==> src/rtl/adder_pkg.sv <==
// Shared helpers for the adder family: chunk sizing, record layout constants and the
// WIDTH/STAGES legality check used by the RCA and future CLA/CSA variants.
`ifndef ADDER_PKG_SV
`define ADDER_PKG_SV

// Elaboration-time guard: WIDTH must split evenly into at least one stage.
`define ADDER_CHECK_STAGES(W, S) \
    if ((S) < 1 || ((W) % (S)) != 0) begin : g_bad_cfg \
        $error("adder: WIDTH must be a positive multiple of STAGES"); \
    end

package adder_pkg;

    // Per-stage record: valid bit, carry bit, then sum and skewed operand fields.
    localparam int unsigned STAGE_VALID_W = 1;
    localparam int unsigned STAGE_CARRY_W = 1;

    function automatic int unsigned chunk_width(input int unsigned width,
                                                input int unsigned stages);
        return (stages == 0) ? width : width / stages;
    endfunction

endpackage

`endif

==> src/rtl/pipelined_rca_if.sv <==
// Operand/result valid-ready bundle for pipelined_rca.
// The ovf signal exists only when ADDER_OVF_EN is defined.
interface pipelined_rca_if #(
    parameter int unsigned WIDTH = 64
);
    logic             in_valid;
    logic             in_ready;
    logic [WIDTH-1:0] a;
    logic [WIDTH-1:0] b;
    logic             cin;
    logic             out_valid;
    logic             out_ready;
    logic [WIDTH-1:0] sum;
    logic             cout;
`ifdef ADDER_OVF_EN
    logic             ovf;
`endif

    modport master (
        output in_valid, a, b, cin, out_ready,
        input  in_ready, out_valid, sum, cout
`ifdef ADDER_OVF_EN
        , ovf
`endif
    );

    modport slave (
        input  in_valid, a, b, cin, out_ready,
        output in_ready, out_valid, sum, cout
`ifdef ADDER_OVF_EN
        , ovf
`endif
    );
endinterface

==> src/rtl/rca_chunk.sv <==
// Combinational CHUNK-bit ripple of full adders; one instance per pipeline stage.
module rca_chunk #(
    parameter int unsigned CHUNK = 16
) (
    input  logic [CHUNK-1:0] a,
    input  logic [CHUNK-1:0] b,
    input  logic             cin,
    output logic [CHUNK-1:0] sum,
    output logic             cout
);
    always_comb begin
        logic carry;
        carry = cin;
        sum   = '0;
        for (int i = 0; i < int'(CHUNK); i++) begin
            sum[i] = a[i] ^ b[i] ^ carry;
            carry  = (a[i] & b[i]) | (carry & (a[i] ^ b[i]));
        end
        cout = carry;
    end
endmodule

==> src/rtl/pipelined_rca.sv <==
// Pipelined ripple-carry adder: {cout,sum} = a + b + cin over STAGES registered chunks.
// Define ADDER_OVF_EN to add the registered signed-overflow output.
module pipelined_rca
    import adder_pkg::*;
#(
    parameter int unsigned WIDTH  = 64,
    parameter int unsigned STAGES = 4
) (
    input logic            clk,
    input logic            rst_n,
    pipelined_rca_if.slave bus
);
    localparam int unsigned CHUNK = chunk_width(WIDTH, STAGES);
    localparam int          LAST  = int'(STAGES) - 1;

    `ADDER_CHECK_STAGES(WIDTH, STAGES)

    // Stage k registers: op valid, finished low sum bits, carry out of chunk k, and the
    // operand bits still to be added, shifted down so the next chunk sits at bit 0.
    logic             vld_q [STAGES];
    logic [WIDTH-1:0] sum_q [STAGES];
    logic             cry_q [STAGES];
    logic [WIDTH-1:0] opa_q [STAGES];
    logic [WIDTH-1:0] opb_q [STAGES];

    logic             in_vld [STAGES];
    logic [WIDTH-1:0] in_a   [STAGES];
    logic [WIDTH-1:0] in_b   [STAGES];
    logic             in_c   [STAGES];
    logic [WIDTH-1:0] in_sum [STAGES];
    logic [WIDTH-1:0] sum_d  [STAGES];
    logic [CHUNK-1:0] cs     [STAGES];
    logic             co     [STAGES];
    logic             adv;

    // The whole pipe moves together; it freezes only while the result is refused.
    assign adv          = bus.out_ready | ~vld_q[LAST];
    assign bus.in_ready = adv;

    always_comb begin
        in_vld[0] = bus.in_valid;
        in_a[0]   = bus.a;
        in_b[0]   = bus.b;
        in_c[0]   = bus.cin;
        in_sum[0] = '0;
        for (int k = 1; k < int'(STAGES); k++) begin
            in_vld[k] = vld_q[k-1];
            in_a[k]   = opa_q[k-1];
            in_b[k]   = opb_q[k-1];
            in_c[k]   = cry_q[k-1];
            in_sum[k] = sum_q[k-1];
        end
    end

    for (genvar k = 0; k < STAGES; k++) begin : g_stage
        rca_chunk #(
            .CHUNK (CHUNK)
        ) u_chunk (
            .a    (in_a[k][CHUNK-1:0]),
            .b    (in_b[k][CHUNK-1:0]),
            .cin  (in_c[k]),
            .sum  (cs[k]),
            .cout (co[k])
        );
    end

    always_comb begin
        for (int k = 0; k < int'(STAGES); k++) begin
            sum_d[k]                    = in_sum[k];
            sum_d[k][k*CHUNK +: CHUNK]  = cs[k];
        end
    end

    always_ff @(posedge clk or negedge rst_n) begin
        if (!rst_n) begin
            for (int k = 0; k < int'(STAGES); k++) begin
                vld_q[k] <= 1'b0;
                sum_q[k] <= '0;
                cry_q[k] <= 1'b0;
                opa_q[k] <= '0;
                opb_q[k] <= '0;
            end
        end else if (adv) begin
            for (int k = 0; k < int'(STAGES); k++) begin
                vld_q[k] <= in_vld[k];
                sum_q[k] <= sum_d[k];
                cry_q[k] <= co[k];
                // The last stage has no upper operand bits left to forward.
                if (k < LAST) begin
                    opa_q[k] <= in_a[k] >> CHUNK;
                    opb_q[k] <= in_b[k] >> CHUNK;
                end
            end
        end
    end

    assign bus.out_valid = vld_q[LAST];
    assign bus.sum       = sum_q[LAST];
    assign bus.cout      = cry_q[LAST];

`ifdef ADDER_OVF_EN
    // After the skew shifts the operand MSBs sit at the top of the last chunk.
    logic ovf_q;

    always_ff @(posedge clk or negedge rst_n) begin
        if (!rst_n) begin
            ovf_q <= 1'b0;
        end else if (adv) begin
            ovf_q <= (in_a[LAST][CHUNK-1] == in_b[LAST][CHUNK-1]) &
                     (cs[LAST][CHUNK-1] != in_a[LAST][CHUNK-1]);
        end
    end

    assign bus.ovf = ovf_q;
`endif

endmodule

==> src/flat_wrapper.sv <==
// flat-port wrapper written by rule: the top's interface ports become plain ports
module pipelined_rca_flat import adder_pkg::*;
#(
    parameter int unsigned WIDTH  = 64,
    parameter int unsigned STAGES = 4
)
  (clk, rst_n, bus_in_valid, bus_a, bus_b, bus_cin, bus_out_ready, bus_in_ready, bus_out_valid, bus_sum, bus_cout);
  pipelined_rca_if #(.WIDTH(WIDTH)) bus_i ();
  input logic clk;
  input logic rst_n;
  input wire logic [$bits(bus_i.in_valid)-1:0] bus_in_valid;
  input wire logic [$bits(bus_i.a)-1:0] bus_a;
  input wire logic [$bits(bus_i.b)-1:0] bus_b;
  input wire logic [$bits(bus_i.cin)-1:0] bus_cin;
  input wire logic [$bits(bus_i.out_ready)-1:0] bus_out_ready;
  output wire logic [$bits(bus_i.in_ready)-1:0] bus_in_ready;
  output wire logic [$bits(bus_i.out_valid)-1:0] bus_out_valid;
  output wire logic [$bits(bus_i.sum)-1:0] bus_sum;
  output wire logic [$bits(bus_i.cout)-1:0] bus_cout;
  assign bus_i.in_valid = bus_in_valid;
  assign bus_i.a = bus_a;
  assign bus_i.b = bus_b;
  assign bus_i.cin = bus_cin;
  assign bus_i.out_ready = bus_out_ready;
  assign bus_in_ready = bus_i.in_ready;
  assign bus_out_valid = bus_i.out_valid;
  assign bus_sum = bus_i.sum;
  assign bus_cout = bus_i.cout;
  pipelined_rca #(.WIDTH(WIDTH), .STAGES(STAGES)) u_core (.clk(clk), .rst_n(rst_n), .bus(bus_i));
endmodule
==> config.mk <==
export PLATFORM = sky130hd
export DESIGN_NAME = pipelined_rca_flat
export DESIGN_NICKNAME = d
export VERILOG_FILES = /design/src/rtl/adder_pkg.sv /design/src/rtl/pipelined_rca_if.sv /design/src/rtl/rca_chunk.sv /design/src/rtl/pipelined_rca.sv /design/src/flat_wrapper.sv
export SDC_FILE = /design/constraint.sdc
export NUM_CORES = 1
export LEC_CHECK = 0
export CAP_MARGIN = 20
export CORE_UTILIZATION = 59
export DETAILED_ROUTE_END_ITERATION = 10
export PLACE_DENSITY = 0.95
export RECOVER_POWER = 50
export REMOVE_ABC_BUFFERS = 1
export SYNTH_ARGS = -nofsm -noshare
export SYNTH_HDL_FRONTEND = slang
export SYNTH_SLANG_ARGS = --single-unit
==> constraint.sdc <==
create_clock -name clk -period 20 [get_ports clk]
set_input_delay 4 -clock clk [delete_from_list [all_inputs] [get_ports clk]]
set_output_delay 4 -clock clk [all_outputs]
set_load 0.1 [all_outputs]
Register map, names as in the netlist:
Scale bar: 50 um. Other sequential cells in the stronger grey, the rest of the logic in the fainter grey.
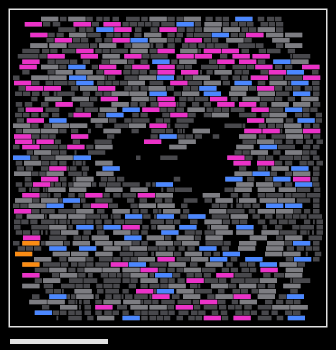
legend:
  orange:
    signal: `u_core.in_vld`
    sequential_cells: 3
  magenta:
    signal: `u_core.in_b`
    sequential_cells: 96
    where: widely spread
  blue:
    signal: `u_core.bus.sum`
    sequential_cells: 64
    where: widely spread
not coloured: 197

Gate families picked out:
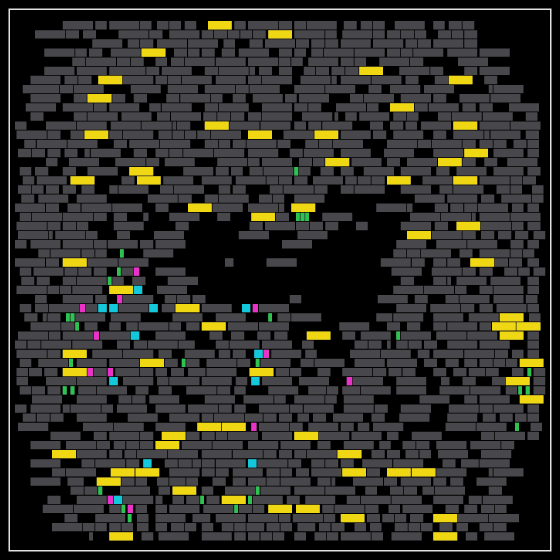
legend:
  magenta:
    family: inverting AOI/OAI gates
    cells: 12
  cyan:
    family: NOR gates
    cells: 12
  yellow:
    family: adder and majority cells
    cells: 64
    where: widely spread
  green:
    family: inverters
    cells: 28
multi-input logic portion of the cell area: 29.8%
commonest non-fill, non-tap cell in the layout: sky130_fd_sc_hd__dfrtp_1
final cell count without fillers: 1415

==> impl_results.rst <==
Metrics
=======

.. list-table::
   :header-rows: 1

   * - Metric
     - Value
   * - Number of cells after detailed placement
     - 1354
   * - Switching power share of the total
     - 39.2%
   * - Register share of total power
     - between 30% and 40%
   * - Number of max-slew violations in the final report
     - 263
   * - Flops after synth
     - approximately 360
   * - Routed vias/inst
     - 5.24
   * - Count of library flops with an enable pin
     - 0
   * - Worst hold slack after final layout
     - roughly 0.47 ns
   * - Number of warnings in the stage logs
     - 29
   * - Result of the run
     - complete, but fails checks
   * - Crit path arrival time
     - 8.70 ns
   * - Power of the combinational group
     - 0.00147 W
   * - Placement row count
     - 57
   * - Die height
     - 161 um
   * - Final hold violation count
     - 0
   * - Worst relative slew slack
     - -312%
   * - Share of the core filled with cells
     - approximately three quarters
   * - Max cap viols
     - 3
   * - Critical path capture point type
     - output port
   * - Fraction of the core area occupied by cells at floorplan
     - 60.8%
   * - Sinks on Clock Net
     - 360
   * - Ports placed on the boundary
     - roughly 200
   * - Startpoint of the lowest-slack register-to-register path
     - u_core.in_a[64]
   * - Worst setup slack after layout
     - 7.30 ns
   * - Vias in the first global route
     - 8296
   * - Post-synthesis cell count from yosys
     - between 800 and 900
   * - Sequential fraction of the synthesis area
     - 60.4%
   * - Clock group power
     - 0.000644 W
   * - Routed met2 length
     - 13200 um
   * - Power Sequential
     - 0.00123 W
   * - Leakage power figure
     - 7.65 nW
   * - NumNets Final
     - 1266
   * - Clk pwr share
     - 19.2%
   * - IO buf count
     - 199
   * - Fraction of registers with async set or reset after synthesis
     - 100%
   * - Area reported by Yosys stat
     - 14900 um^2
   * - Post-Syn Instances
     - 867
   * - Most area-consuming cells after synthesis
     - sky130_fd_sc_hd__dfrtp_1 60%, sky130_fd_sc_hd__mux2_2 25%, sky130_fd_sc_hd__fa_1 8.6%, sky130_fd_sc_hd__buf_6 2.3%, sky130_fd_sc_hd__mux2_4 1.0%
   * - CTS root buffer
     - sky130_fd_sc_hd__clkbuf_16
   * - Clock tree from TritonCTS
     - done
   * - Post-detailed-route DRC marker count
     - 0
   * - Unique cell types
     - 13
   * - Clock insertion delay at the later pin of the skew report
     - 0.50 ns
   * - Power share of the combinational group
     - a little over two fifths
   * - Power group with the largest share
     - combinational cells
   * - Die Footprint
     - 25900 um^2
   * - Routed vias
     - 7414
   * - Tightest Pin Transition
     - 6.18 ns
   * - Critical path startpoint category
     - input pin
   * - Die extent in x
     - 161 um
   * - GRT Total Usage
     - 21.0%
   * - Total power draw
     - 0.00334 W
   * - Fraction of final layout cells with drive strength greater than 1
     - 36.1%
   * - Pin count of the biggest net entering global routing
     - around 170
   * - CTS resizes
     - 0
   * - Worst-path clk slew
     - 0.06 ns
   * - Top metal layer carrying routed signals
     - met4
   * - Total clock buffers created by CTS
     - 37
   * - Yosys top cell by area
     - sky130_fd_sc_hd__dfrtp_1
   * - Time the worst path needs with I/O delays and setup
     - 12.70 ns
   * - Internal power contribution
     - 0.00204 W
   * - Met3 usage in global routing
     - 4.05%
   * - Reg-to-reg endpoint
     - u_core.in_sum[47]
   * - Cell area reported after detailed placement
     - 17000 um^2
   * - CP required
     - 16.00 ns
   * - Ranking of synthesized cells by instance count
     - 360 x sky130_fd_sc_hd__dfrtp_1, 327 x sky130_fd_sc_hd__mux2_2, 64 x sky130_fd_sc_hd__fa_1, 31 x sky130_fd_sc_hd__buf_6, 28 x sky130_fd_sc_hd__inv_1
   * - Area Growth Syn to Fin
     - 21.2%
   * - Amount of wire on met3 after detailed routing
     - around 1100 um
   * - Worst Path Max Fanout
     - 69
   * - Setup violation total in the final timing report
     - 0
   * - Commonest cells after routing, fill and taps aside
     - 360 x sky130_fd_sc_hd__dfrtp_1, 327 x sky130_fd_sc_hd__mux2_2, 197 x sky130_fd_sc_hd__clkdlybuf4s50_1, 64 x sky130_fd_sc_hd__fa_1, 37 x sky130_fd_sc_hd__clkbuf_16
   * - Worst-case register-to-register setup slack
     - 11.92 ns
   * - Category of the critical setup timing path
     - in2out
   * - Core outline area
     - 24500 um^2
   * - Switching power
     - 0.00131 W
   * - Met1 layer wirelength in the final routing
     - 10900 um
   * - Final estimated routing congestion in global placement
     - between 0.7 and 0.8
   * - Violated checks
     - capacitance limit, slew limit
   * - Total grt overflow
     - 0
The metal 3 layer:
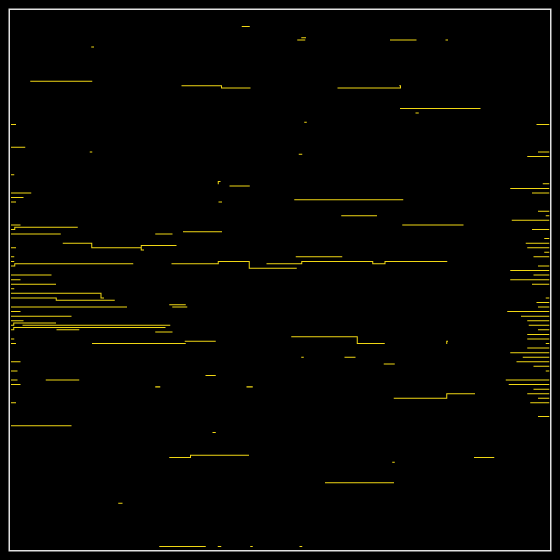
nets with wire on the layer: 94
main direction: horizontal
longest straight run: 45.1 um
share of all routed wire: 4.4%
wire length on this layer: 1140 um

Track usage over the die:
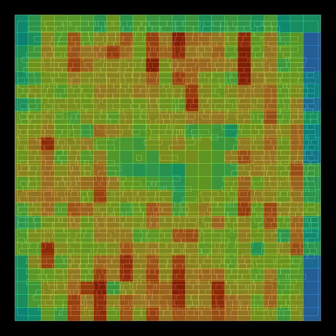
met1 Usage GRT: 28.1%
wire per inst: 18.3 um

==> area by class of cell <==
class,count,area [um^2]
inverters,28,105
well taps,324,405
multi-input cells,437,5390
repair buffers,205,2040
diodes,1,2.50
clock buffers,51,1030
flip-flops and latches,360,9010
fillers,1466,6460
clock inverters,9,95.1
==> cell families (layout without fill, tap and decap cells) <==
group                      count (synthesis)  in the layout  synth area share [%]
AOI/OAI and AO/OA                         12             12                 0.403
adders and majority gates                 64             64                  8.59
buffers and inverters                     70            293                  3.42
DFF                                      360            360                  60.4
muxes                                    347            347                  26.5
other                                      0              1                     0
and+or+nand+nor                           14             14                 0.688
==> critical path: stages <==
cell	delay (ns)
sky130_fd_sc_hd__dlygate4sd3_1	0.92
sky130_fd_sc_hd__nand2b_1	2.27
sky130_fd_sc_hd__clkdlybuf4s50_1	1.50
Power figures rest on the tool's default switching activity, not on a simulated workload.
